$ cat config.mk
export PLATFORM = sky130hd
export DESIGN_NAME = alu_req_arbiter
export DESIGN_NICKNAME = d
export VERILOG_FILES = /design/src/rtl/alu_pkg.sv /design/src/rtl/rr_arbiter.sv /design/src/rtl/alu_req_arbiter.sv
export SDC_FILE = /design/constraint.sdc
export NUM_CORES = 1
export LEC_CHECK = 0
export CORE_MARGIN = 2
export CORE_UTILIZATION = 25
export CTS_CLUSTER_SIZE = 30
export DETAILED_ROUTE_END_ITERATION = 16
export GPL_ROUTABILITY_DRIVEN = 0
export MAX_ROUTING_LAYER = met4
export SYNTH_ARGS = -nofsm -noshare
export SYNTH_HDL_FRONTEND = slang
export SYNTH_SLANG_ARGS = --single-unit
export TNS_END_PERCENT = 100
$ cat constraint.sdc
create_clock -name clk -period 7.29 [get_ports clk]
set_input_delay 2.187 -clock clk [delete_from_list [all_inputs] [get_ports clk]]
set_output_delay 2.187 -clock clk [all_outputs]
set_load 0.1 [all_outputs]
$ cat src/rtl/alu_pkg.sv
// Purpose: shared ALU opcode constants, legality check and arbiter FSM encoding.
// Latency: n/a (declarations only).
// Backpressure: n/a.
package alu_pkg;

   localparam logic [5:0] OP_ADD = 6'b010000;
   localparam logic [5:0] OP_SUB = 6'b010001;
   localparam logic [5:0] OP_SLL = 6'b010010;
   localparam logic [5:0] OP_SRL = 6'b010011;
   localparam logic [5:0] OP_SRA = 6'b010100;
   localparam logic [5:0] OP_EQ  = 6'b100000;
   localparam logic [5:0] OP_NEQ = 6'b100001;
   localparam logic [5:0] OP_LE  = 6'b100010;
   localparam logic [5:0] OP_GT  = 6'b100011;

   typedef enum logic [1:0] {
      ST_IDLE  = 2'd0,
      ST_ISSUE = 2'd1,
      ST_WAIT  = 2'd2,
      ST_RESP  = 2'd3
   } state_t;

   function automatic logic is_legal_op(input logic [5:0] op);
      case (op)
         OP_ADD, OP_SUB, OP_SLL, OP_SRL, OP_SRA,
         OP_EQ, OP_NEQ, OP_LE, OP_GT: return 1'b1;
         default:                     return 1'b0;
      endcase
   endfunction

endpackage

$ cat src/rtl/rr_arbiter.sv
// Purpose: round-robin pick among NREQ requesters, searching from last_grant+1.
// Latency: purely combinational.
// Backpressure: none; the caller decides whether the grant is taken.
// Ports:
//   req          in   NREQ  request bits
//   last_grant   in   IDW   index granted most recently
//   grant_onehot out  NREQ  winner, one-hot (zero when no request)
//   grant_idx    out  IDW   winner index (0 when no request)
module rr_arbiter #(
   parameter int NREQ = 4,
   parameter int IDW  = 2
) (
   input  logic [NREQ-1:0] req,
   input  logic [IDW-1:0]  last_grant,
   output logic [NREQ-1:0] grant_onehot,
   output logic [IDW-1:0]  grant_idx
);

   logic           found;
   logic [IDW-1:0] idx;

   // Walk the ring once, starting just after the previous winner; the
   // first requester seen wins, so no one waits more than NREQ-1 grants.
   always_comb begin
      grant_onehot = '0;
      grant_idx    = '0;
      found        = 1'b0;
      idx          = '0;
      for (int k = 1; k <= NREQ; k++) begin
         idx = IDW'((int'(last_grant) + k) % NREQ);
         if (!found && req[idx]) begin
            found             = 1'b1;
            grant_onehot[idx] = 1'b1;
            grant_idx         = idx;
         end
      end
   end

endmodule

$ cat src/rtl/alu_req_arbiter.sv
// Purpose: share one ALU among NREQ valid/ready requesters, round-robin, ID-tagged responses.
// Latency: accept to rsp_valid is 3+ALU_LAT cycles (2 cycles for an illegal opcode).
// Backpressure: one op in flight; no request accepted until the response is taken by rsp_ready.
// Ports:
//   clk, rst_n                      clock, async active-low reset
//   req_valid/req_ready             per-requester handshake (ready one-hot or zero)
//   req_op/req_a/req_b              per-requester payload, slice i = [W*i +: W]
//   alu_op/alu_a/alu_b              registered ALU operands
//   alu_ans1/alu_ans2/alu_z/alu_n   ALU results
//   rsp_valid/rsp_ready             response handshake
//   rsp_id/result/flag/z/n/err      response payload
//   ops_done                        saturating count of delivered responses
module alu_req_arbiter
   import alu_pkg::*;
#(
   parameter int NREQ    = 4,
   parameter int IDW     = 2,
   parameter int ALU_LAT = 0,
   parameter int CNTW    = 16
) (
   input  logic                 clk,
   input  logic                 rst_n,
   input  logic [NREQ-1:0]      req_valid,
   output logic [NREQ-1:0]      req_ready,
   input  logic [6*NREQ-1:0]    req_op,
   input  logic [32*NREQ-1:0]   req_a,
   input  logic [32*NREQ-1:0]   req_b,
   output logic [5:0]           alu_op,
   output logic [31:0]          alu_a,
   output logic [31:0]          alu_b,
   input  logic [31:0]          alu_ans1,
   input  logic                 alu_ans2,
   input  logic                 alu_z,
   input  logic                 alu_n,
   output logic                 rsp_valid,
   input  logic                 rsp_ready,
   output logic [IDW-1:0]       rsp_id,
   output logic [31:0]          rsp_result,
   output logic                 rsp_flag,
   output logic                 rsp_z,
   output logic                 rsp_n,
   output logic                 rsp_err,
   output logic [CNTW-1:0]      ops_done
);

   localparam int CW = (ALU_LAT > 0) ? $clog2(ALU_LAT + 1) : 1;

   state_t          state, state_nxt;
   logic [NREQ-1:0] grant_onehot;
   logic [IDW-1:0]  grant_idx;
   logic [IDW-1:0]  last_grant;
   logic [CW-1:0]   cnt;
   logic            accept;
   logic            win_legal;
   logic [5:0]      win_op;
   logic [31:0]     win_a;
   logic [31:0]     win_b;
   logic [5:0]      lat_op;
   logic [31:0]     lat_a;
   logic [31:0]     lat_b;

   rr_arbiter #(
      .NREQ (NREQ),
      .IDW  (IDW)
   ) u_rr (
      .req          (req_valid),
      .last_grant   (last_grant),
      .grant_onehot (grant_onehot),
      .grant_idx    (grant_idx)
   );

   // Payload of the current winner.
   always_comb begin
      win_op = '0;
      win_a  = '0;
      win_b  = '0;
      for (int i = 0; i < NREQ; i++) begin
         if (grant_onehot[i]) begin
            win_op = req_op[6*i +: 6];
            win_a  = req_a[32*i +: 32];
            win_b  = req_b[32*i +: 32];
         end
      end
   end

   assign accept    = (state == ST_IDLE) && (|req_valid);
   assign win_legal = is_legal_op(win_op);

   always_ff @(posedge clk or negedge rst_n) begin
      if (!rst_n) state <= ST_IDLE;
      else        state <= state_nxt;
   end

   always_comb begin
      state_nxt = state;
      req_ready = '0;
      case (state)
         ST_IDLE: begin
            if (|req_valid) begin
               req_ready = grant_onehot;
               state_nxt = win_legal ? ST_ISSUE : ST_RESP;
            end
         end
         ST_ISSUE: state_nxt = ST_WAIT;
         ST_WAIT:  if (cnt == '0) state_nxt = ST_RESP;
         ST_RESP:  if (rsp_valid && rsp_ready) state_nxt = ST_IDLE;
         default:  state_nxt = ST_IDLE;
      endcase
   end

   always_ff @(posedge clk or negedge rst_n) begin
      if (!rst_n) begin
         last_grant <= IDW'(NREQ - 1);
         lat_op     <= '0;
         lat_a      <= '0;
         lat_b      <= '0;
         alu_op     <= '0;
         alu_a      <= '0;
         alu_b      <= '0;
         cnt        <= '0;
         rsp_valid  <= 1'b0;
         rsp_id     <= '0;
         rsp_result <= '0;
         rsp_flag   <= 1'b0;
         rsp_z      <= 1'b0;
         rsp_n      <= 1'b0;
         rsp_err    <= 1'b0;
         ops_done   <= '0;
      end else begin
         case (state)
            ST_IDLE: begin
               if (accept) begin
                  lat_op     <= win_op;
                  lat_a      <= win_a;
                  lat_b      <= win_b;
                  rsp_id     <= grant_idx;
                  last_grant <= grant_idx;
                  rsp_err    <= !win_legal;
                  // An illegal op never reaches the ALU, so its result
                  // fields are zeroed here rather than captured later.
                  if (!win_legal) begin
                     rsp_result <= '0;
                     rsp_flag   <= 1'b0;
                     rsp_z      <= 1'b0;
                     rsp_n      <= 1'b0;
                  end
               end
            end
            ST_ISSUE: begin
               alu_op <= lat_op;
               alu_a  <= lat_a;
               alu_b  <= lat_b;
               cnt    <= CW'(ALU_LAT);
            end
            ST_WAIT: begin
               if (cnt == '0) begin
                  rsp_result <= alu_ans1;
                  rsp_flag   <= alu_ans2;
                  rsp_z      <= alu_z;
                  rsp_n      <= alu_n;
                  rsp_valid  <= 1'b1;
               end else begin
                  cnt <= cnt - 1'b1;
               end
            end
            ST_RESP: begin
               // Illegal ops arrive here with rsp_valid still low and
               // raise it one cycle after entry.
               if (!rsp_valid) begin
                  rsp_valid <= 1'b1;
               end else if (rsp_ready) begin
                  rsp_valid <= 1'b0;
                  if (ops_done != '1) ops_done <= ops_done + 1'b1;
               end
            end
            default: ;
         endcase
      end
   end

endmodule

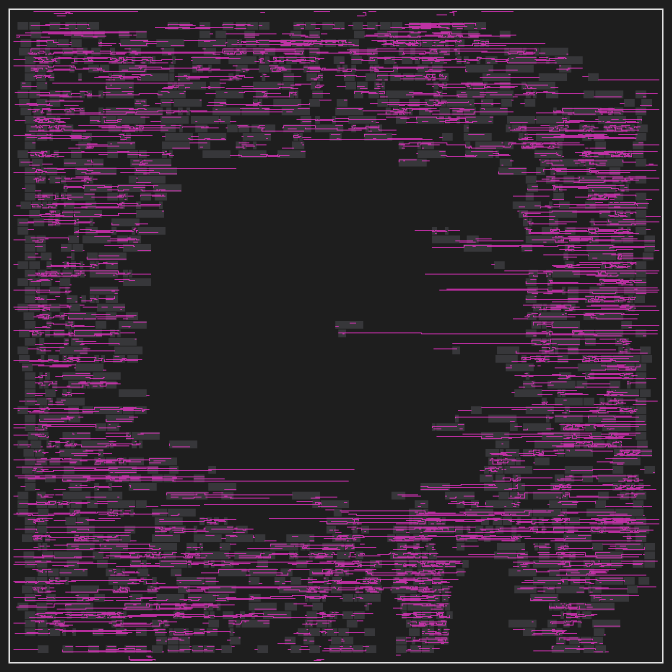
**Above:** run 1 (met1 routing).
- main direction: horizontal
- share of all routed wire: 42%

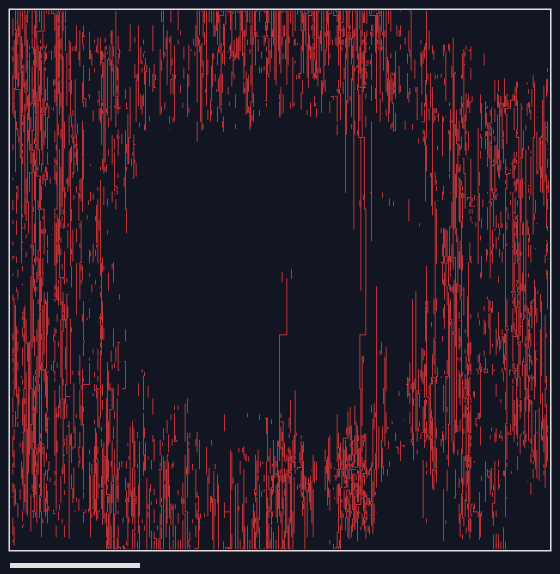
**Above:** run 1 (metal 2).
Scale bar: 50 um.
- wire length on this layer: 18700 um
- longest straight run: 87.2 um
- main direction: vertical

==> impl_metrics.json, run 1 <==
{
  "holdCritPathClass": "reg2reg",
  "critPathLaunchType": "primary input",
  "ff2ff_setup_slack_ns": 1.89,
  "max_freq_mhz": 145,
  "ys_ff": 199,
  "hpwl_um": 28200,
  "top_area_cell": "dfrtp_1",
  "port_buffers": 450,
  "dieArea_mm2": 0.0431,
  "num-nets-final": 1805,
  "hold_buffers": 0,
  "hold_path_startpoint": "lat_b[16]",
  "core_mm2": 0.0409,
  "synthSimpleGateAreaFrac_pct": 14.6,
  "finalHoldViolations": 0,
  "numCtsBuffers": 17,
  "syn_area_mm2": 0.0104,
  "cts_setup_buffers": 0,
  "remaining_drc_errors": 0,
  "routedWlPerCell_um": 19.1,
  "cts_sinks": 199,
  "syn-instance-count": 1080,
  "tightestPinTransition_ns": 1.11,
  "drive_above_1_share_pct": 9.99,
  "dp.cells": 1982,
  "skew_ns": 0.00927,
  "status": "finished clean",
  "ys_sh_xor_pct": 1.35,
  "grt_pass1_vias": 9975,
  "edf_count": 0,
  "r2r_cells": 14,
  "top_cells_by_area": "dfrtp_1 48%, mux2_2 7.7%, a221oi_1 5.7%, o21ai_0 5.3%, nand2_1 4.4%",
  "required_ns": 5.10,
  "track_usage_pct": 18.1
}
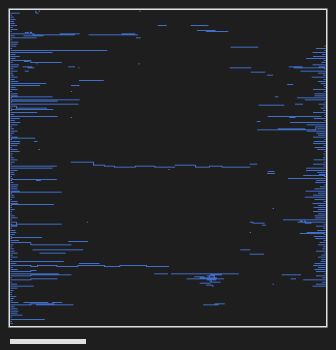
**Above:** run 1 (metal 3).
Scale bar: 50 um.
- nets with wire on the layer: 321
- share of all routed wire: 7.7%
- wire length on this layer: 2970 um

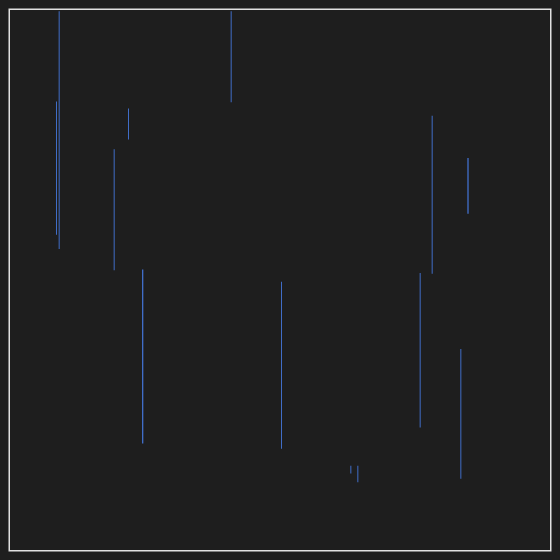
**Above:** run 1 (signal wires on met4).
- main direction: vertical
- nets with wire on the layer: 9
- share of all routed wire: 1.5%
- wire length on this layer: 564 um
- longest straight run: 91.1 um

run 1: flip-flops by register name, summed over array words and instances, names as in the netlist:
signal / count
lat_a: 32
ops_done: 16
rsp_valid: 1
alu_a: 32
rsp_result: 32
alu_b: 32
state: 2
rsp_err: 1
lat_op: 6
last_grant: 2
rsp_id: 2
alu_op: 6
rsp_z: 1
rsp_n: 1
lat_b: 32
rsp_flag: 1
run 1: cell type report:
| type | instances | area (um2) | area share [%] |
|---|---|---|---|
| antenna | 4 | 10.0 | 0.0629 |
| clock buffer | 22 | 484 | 3.04 |
| clock inverter | 10 | 72.6 | 0.456 |
| inverter | 13 | 48.8 | 0.307 |
| multi-input combinational | 770 | 4940 | 31.1 |
| sequential | 199 | 4980 | 31.3 |
| tap | 532 | 666 | 4.19 |
| timing repair buffer | 468 | 4700 | 29.5 |
run 1: routing by layer:
| layer | vias up | GRT usage (%) | part of all wire, % |
|---|---|---|---|
| li1 | 4720 | - | - |
| met2 | 420 | 29.7 | 49 |
| met5 | - | - | 0 |
| met1 | 4770 | 22.0 | 42 |
| met4 | 0 | 4.82 | 1.5 |
| met3 | 35 | 5.04 | 7.7 |
run 1: through the flow:
stage	instance area, um2	hold slack, ns	worst slack, ns
2_1_floorplan	10400	0.444	0.202
3_3_place_gp	15300	0.455	0.462
3_5_place_dp	15300	0.465	0.445
4_1_cts	15900	0.481	0.446
5_1_grt	15900	0.503	0.170
6_report	15900	0.474	0.399
run 1: worst max-delay path, cell delays in order:
cell and delay, ns:
clkdlybuf4s50_1 0.69, nor3_1 0.09, a32oi_1 0.35, a21boi_0 0.19, a2111oi_2 0.79, nor2_1 0.17, buf_12 0.22
run 1: Yosys cell counts (9+ instances only):
library cell / number
xnor2_1: 12
buf_2: 9
mux2_2: 71
nand3_1: 40
nor3_1: 66
nor2_1: 75
a31o_1: 35
ha_1: 14
buf_1: 9
a221oi_1: 67
clkbuf_1: 74
and2_1: 9
o21ai_0: 109
nand2_1: 123
dfrtp_1: 197
a21oi_1: 72
inv_1: 13
run 1: layout by cell type, fill, tap and decap left out, types with 4 or more instances in the layout:
cell,n
nand2_1,122
o31ai_1,4
and2_1,8
nand3_1,40
a31o_1,35
diode_2,4
clkbuf_16,17
nor3_1,66
nor2_1,74
clkdlybuf4s50_1,445
clkbuf_8,5
xnor2_1,12
clkinv_4,4
xor2_1,4
a21oi_1,72
buf_4,17
o311ai_1,4
o21ai_0,109
inv_1,13
buf_12,5
a221oi_1,67
dfrtp_1,197
mux2_2,71
ha_1,13
run 1: cells by family (layout without fill, tap and decap cells):
kind of cell    Yosys count  count (layout)
other cells               0               4
flops                   199             199
buf+inv                 111             513
simple gates            337             337
fa+ha+maj                14              14
mux                      77              77
xor+xnor                 16              16
compound gates          326             326
**Run 1: clock nets**

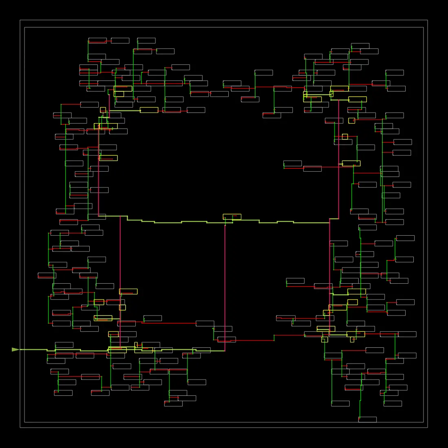

==> run 2: changes to the inputs <==
- ABC_AREA: unset -> 1
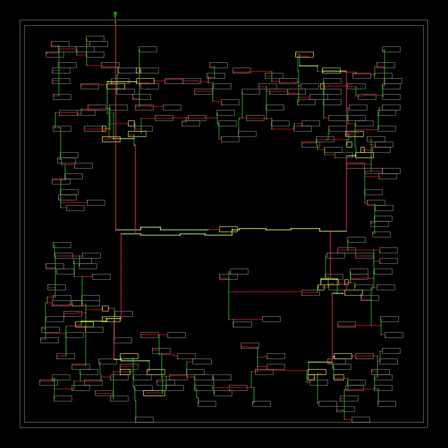
**Above:** run 2 (clock nets).
registers: 199
CTS Sinks: 199
Clock Latency Late Sink: 0.46 ns

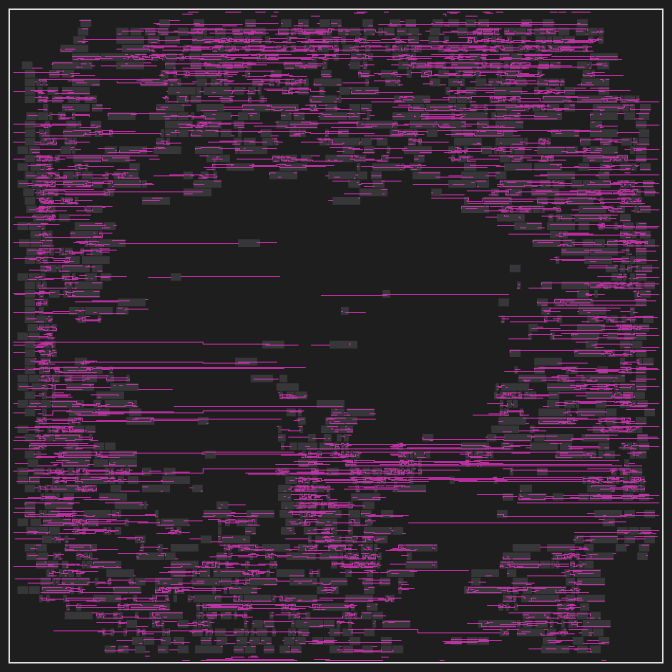
**Above:** run 2 (met1 routing).
- wire length on this layer: 16700 um
- share of all routed wire: 43%

==> run 2 against run 1 <==
Non-clock buffer count shrank 4. Setup slack improved by 0.72 ns. Synthesized area increased by 1.8%. Critical path type unchanged.
==> impl_metrics.json, run 2 <==
{
  "yosysUniqueCellTypes": 42,
  "dp.cells": 2143,
  "routedWlPerCell_um": 18.0,
  "slew-limit-headroom_pct": 26.6,
  "core_mm2": 0.0419,
  "edf_count": 0,
  "grt_pass1_wl_um": 59500,
  "num-nets-final": 1959,
  "top_cell": "nand2_1",
  "required_ns": 5.10,
  "dieArea_mm2": 0.0439,
  "holdCritPathClass": "reg2reg",
  "ios": 451,
  "ys_cells": 1228,
  "max_freq_mhz": 162,
  "tightestPinTransition_ns": 1.10,
  "fin_area_mm2": 0.0161,
  "mostFrequentLayoutCells": "445 x clkdlybuf4s50_1, 291 x nand2_1, 197 x dfrtp_1",
  "rows": 75,
  "top_cells_by_area": "dfrtp_1 47%, nand2_1 10%, mux2_2 7.4%, a21oi_1 6.5%, nand3_1 5.5%",
  "finalHoldViolations": 0,
  "status": "finished clean",
  "hold_buffers": 0,
  "port_buffers": 450,
  "placed_cell_area_mm2": 0.0155,
  "track_usage_pct": 18.2,
  "syn_area_mm2": 0.0106,
  "skew_ns": 0.0125,
  "synthTopCellsByCount": "291 x nand2_1, 197 x dfrtp_1, 137 x a21oi_1",
  "ff2ff_setup_slack_ns": 2.72,
  "ys_ff": 199,
  "grt_pass1_vias": 10500,
  "lay_top_count": "clkdlybuf4s50_1",
  "ctsRootBufferMaster": "clkbuf_16",
  "top_area_cell": "dfrtp_1",
  "cp_max_fo": 5,
  "syn-instance-count": 1228,
  "critPathLaunchType": "primary input",
  "drive_above_1_share_pct": 10.5,
  "numCtsBuffers": 17,
  "cts_setup_buffers": 0,
  "remaining_drc_errors": 0,
  "hpwl_um": 27600
}
run 2: worst max-delay path, cell delays in order:
cell and delay, ns:
clkdlybuf4s50_1 0.59, nand2_1 0.13, nand3_2 0.11, nand2_4 0.08
nand3_2 0.14, clkinv_1 0.12, nand2_1 0.12, nand3_4 0.09
inv_2 0.17, nor2_4 0.06, buf_12 0.17
run 2: cell families (layout without fill, tap and decap cells):
family | count (synthesis) | count (layout) | synth area share, %
compound gates | 292 | 292 | 15.8
xor+xnor | 15 | 15 | 1.24
fa+ha+maj | 14 | 14 | 1.66
buf+inv | 161 | 568 | 6.44
flops | 199 | 199 | 47.2
mux | 69 | 69 | 7.35
other cells | 0 | 1 | 0
simple gates | 478 | 478 | 20.4
run 2: final timing paths:
path,start,end,depth (start not counted)
worst max-delay path,req_valid[1],req_ready[3],11
worst min-delay path,rsp_id[1],rsp_id[1],2
worst max register to register,last_grant[0],rsp_result[1],18
worst min register to register,rsp_id[1],rsp_id[1],2
max in group asynchronous,rst_n,ops_done[9],2
min in group asynchronous,rst_n,alu_a[1],1
run 2: final cells by class:
class / instances / area, um2 / share of cell area, %
antenna: 1 / 2.50 / 0.0155
clock inverter: 11 / 97.6 / 0.606
tap: 539 / 674 / 4.19
sequential: 199 / 4980 / 30.9
clock buffer: 20 / 467 / 2.90
timing repair buffer: 464 / 4670 / 29.0
inverter: 73 / 289 / 1.79
multi-input combinational: 868 / 4930 / 30.6
run 2: metrics by stage:
stage / hold slack, ns / worst slack (ns)
after global placement: 0.466 / 1.15
after global routing: 0.514 / 0.951
after CTS: 0.487 / 1.11
after detailed placement: 0.469 / 1.12
final: 0.478 / 1.11
after floorplan: 0.448 / 0.457
run 2: metal layers:
| layer | track usage (%) | vias up | wire (um) |
|---|---|---|---|
| met5 | - | - | 0 |
| met4 | 7.83 | 0 | 1280 |
| met3 | 4.44 | 58 | 2660 |
| met2 | 29.3 | 393 | 18600 |
| met1 | 21.7 | 4955 | 16700 |
| li1 | - | 4946 | - |
**Run 2: signal wires on met4**

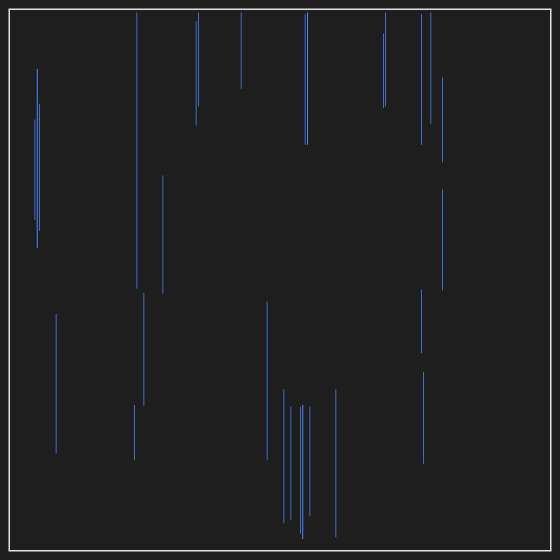

==> run 3: changes to the inputs <==
- clock period: 7.29 -> 5.6 ns (I/O delays scaled with it)
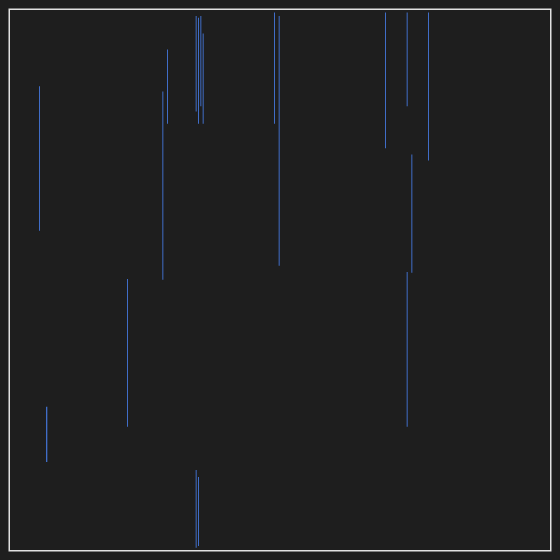
**Above:** run 3 (signal wires on met4).
- wire length on this layer: 829 um
- longest straight run: 96.6 um
- main direction: vertical
- share of all routed wire: 2.1%
- nets with wire on the layer: 15

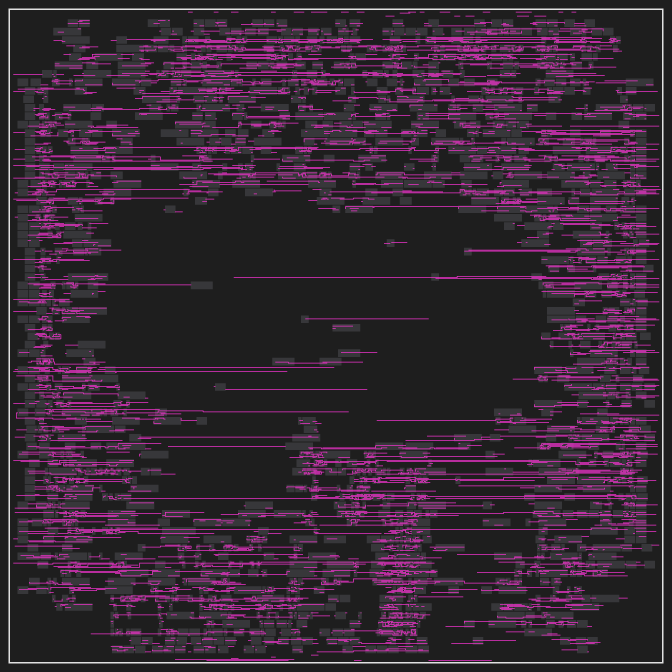
**Above:** run 3 (met1 routing).
- nets with wire on the layer: 1719
- longest straight run: 77.7 um

==> run 3 against run 2 <==
Sequential cell count did not move. Worst hold slack improved by 0.0046 ns. Cell area increased by 0.33%. Setup slack got worse by 0.95 ns. Core utilization rose by 0.13 points. Critical path depth increased by 1. Synthesized area stayed put. Sequential share of layout area shrank 0.10 points. Critical path type unchanged.
==> impl_metrics.json, run 3 <==
{
  "skew_ns": 0.0101,
  "slew-limit-headroom_pct": 27.0,
  "tightestPinTransition_ns": 1.09,
  "cp_max_fo": 4,
  "r2r_cells": 20,
  "syn-instance-count": 1228,
  "gr-usage-met1_pct": 21.6,
  "drive_above_1_share_pct": 10.7,
  "synthTopCellsByCount": "291 x nand2_1, 197 x dfrtp_1, 137 x a21oi_1",
  "finalHoldViolations": 0,
  "hold_path_end": "lat_op[2]",
  "dieArea_mm2": 0.0439,
  "ys_ff": 199,
  "cts_sinks": 199,
  "track_usage_pct": 18.0,
  "rows": 75,
  "status": "finished clean",
  "ys_cells": 1228,
  "cpPeakStageDelay_ns": 0.56,
  "edf_count": 0,
  "remaining_drc_errors": 0,
  "num-nets-final": 1964,
  "critPathLaunchType": "primary input",
  "cp_slowest_cell": "clkdlybuf4s50_1",
  "fin_area_mm2": 0.0162,
  "r2r-start": "last_grant[1]",
  "critPathTopFamily": "simple AND/OR/NAND/NOR gates",
  "clk-insertion-delay-late_ns": 0.44,
  "ff2ff_setup_slack_ns": 1.30,
  "place_worst_setup_slack_ns": 0.227,
  "holdPathStages": 2,
  "use_met2_pct": 30.3,
  "timing.rr.end": "rsp_result[3]",
  "grt_pass1_wl_um": 58800,
  "ios": 451,
  "cts_setup_buffers": 0,
  "seqCellArea_mm2": 0.00498,
  "comb_area_mm2": 0.00494,
  "placed_cell_area_mm2": 0.0156,
  "core_mm2": 0.0419,
  "hold_path_startpoint": "lat_op[2]",
  "yosysUniqueCellTypes": 42,
  "path_buffers": 4,
  "top_cells_by_area": "dfrtp_1 47%, nand2_1 10%, mux2_2 7.4%, a21oi_1 6.5%, nand3_1 5.5%"
}
## run 3: area by class of cell
cell class | instances | share of cell area, %
well taps | 539 | 4.17
clock inverters | 11 | 0.611
multi-input cells | 868 | 30.5
inverters | 73 | 1.79
clock buffers | 20 | 2.76
diodes | 4 | 0.0619
repair buffers | 469 | 29.2
flip-flops and latches | 199 | 30.8
## run 3: worst min-delay path, stage by stage, from the launching register on
cell	delay (ns)
dfrtp_1	0.34
nand2_1	0.05
o21ai_0	0.06
## run 3: how the worst max path moves through the flow
stage | slack (ns) | cells after the start | end | from
2_1_floorplan | 0.02 | 10 | req_ready[1] | req_valid[3]
4_1_cts | 0.21 | 12 | req_ready[2] | req_valid[0]
3_5_place_dp | 0.23 | 12 | req_ready[2] | req_valid[0]
5_1_grt | 0.1 | 13 | req_ready[2] | req_valid[3]
6_report | 0.17 | 12 | req_ready[2] | req_valid[0]
3_3_place_gp | 0.26 | 12 | req_ready[2] | req_valid[0]
## run 3: routing by layer
metal  vias to the layer above  part of all wire [%]
li1                       4967                     -
met1                      4921                    43
met2                       374                    49
met3                        43                   6.2
met4                         0                   2.1
met5                         -                     0
## run 3: cells by family (layout without fill, tap and decap cells)
family	after synthesis	in the layout	share of synthesized area [%]
mux	69	69	7.35
fa+ha+maj	14	14	1.66
compound gates	292	292	15.8
simple gates	478	478	20.4
other cells	0	4	0
flops	199	199	47.2
buf+inv	161	573	6.44
xor+xnor	15	15	1.24
## run 3: metrics by stage
stage	hold slack (ns)	std cells
2_1_floorplan	0.448	1228
3_3_place_gp	0.463	2148
3_5_place_dp	0.468	2148
4_1_cts	0.485	2179
5_1_grt	0.511	2183
6_report	0.483	2183
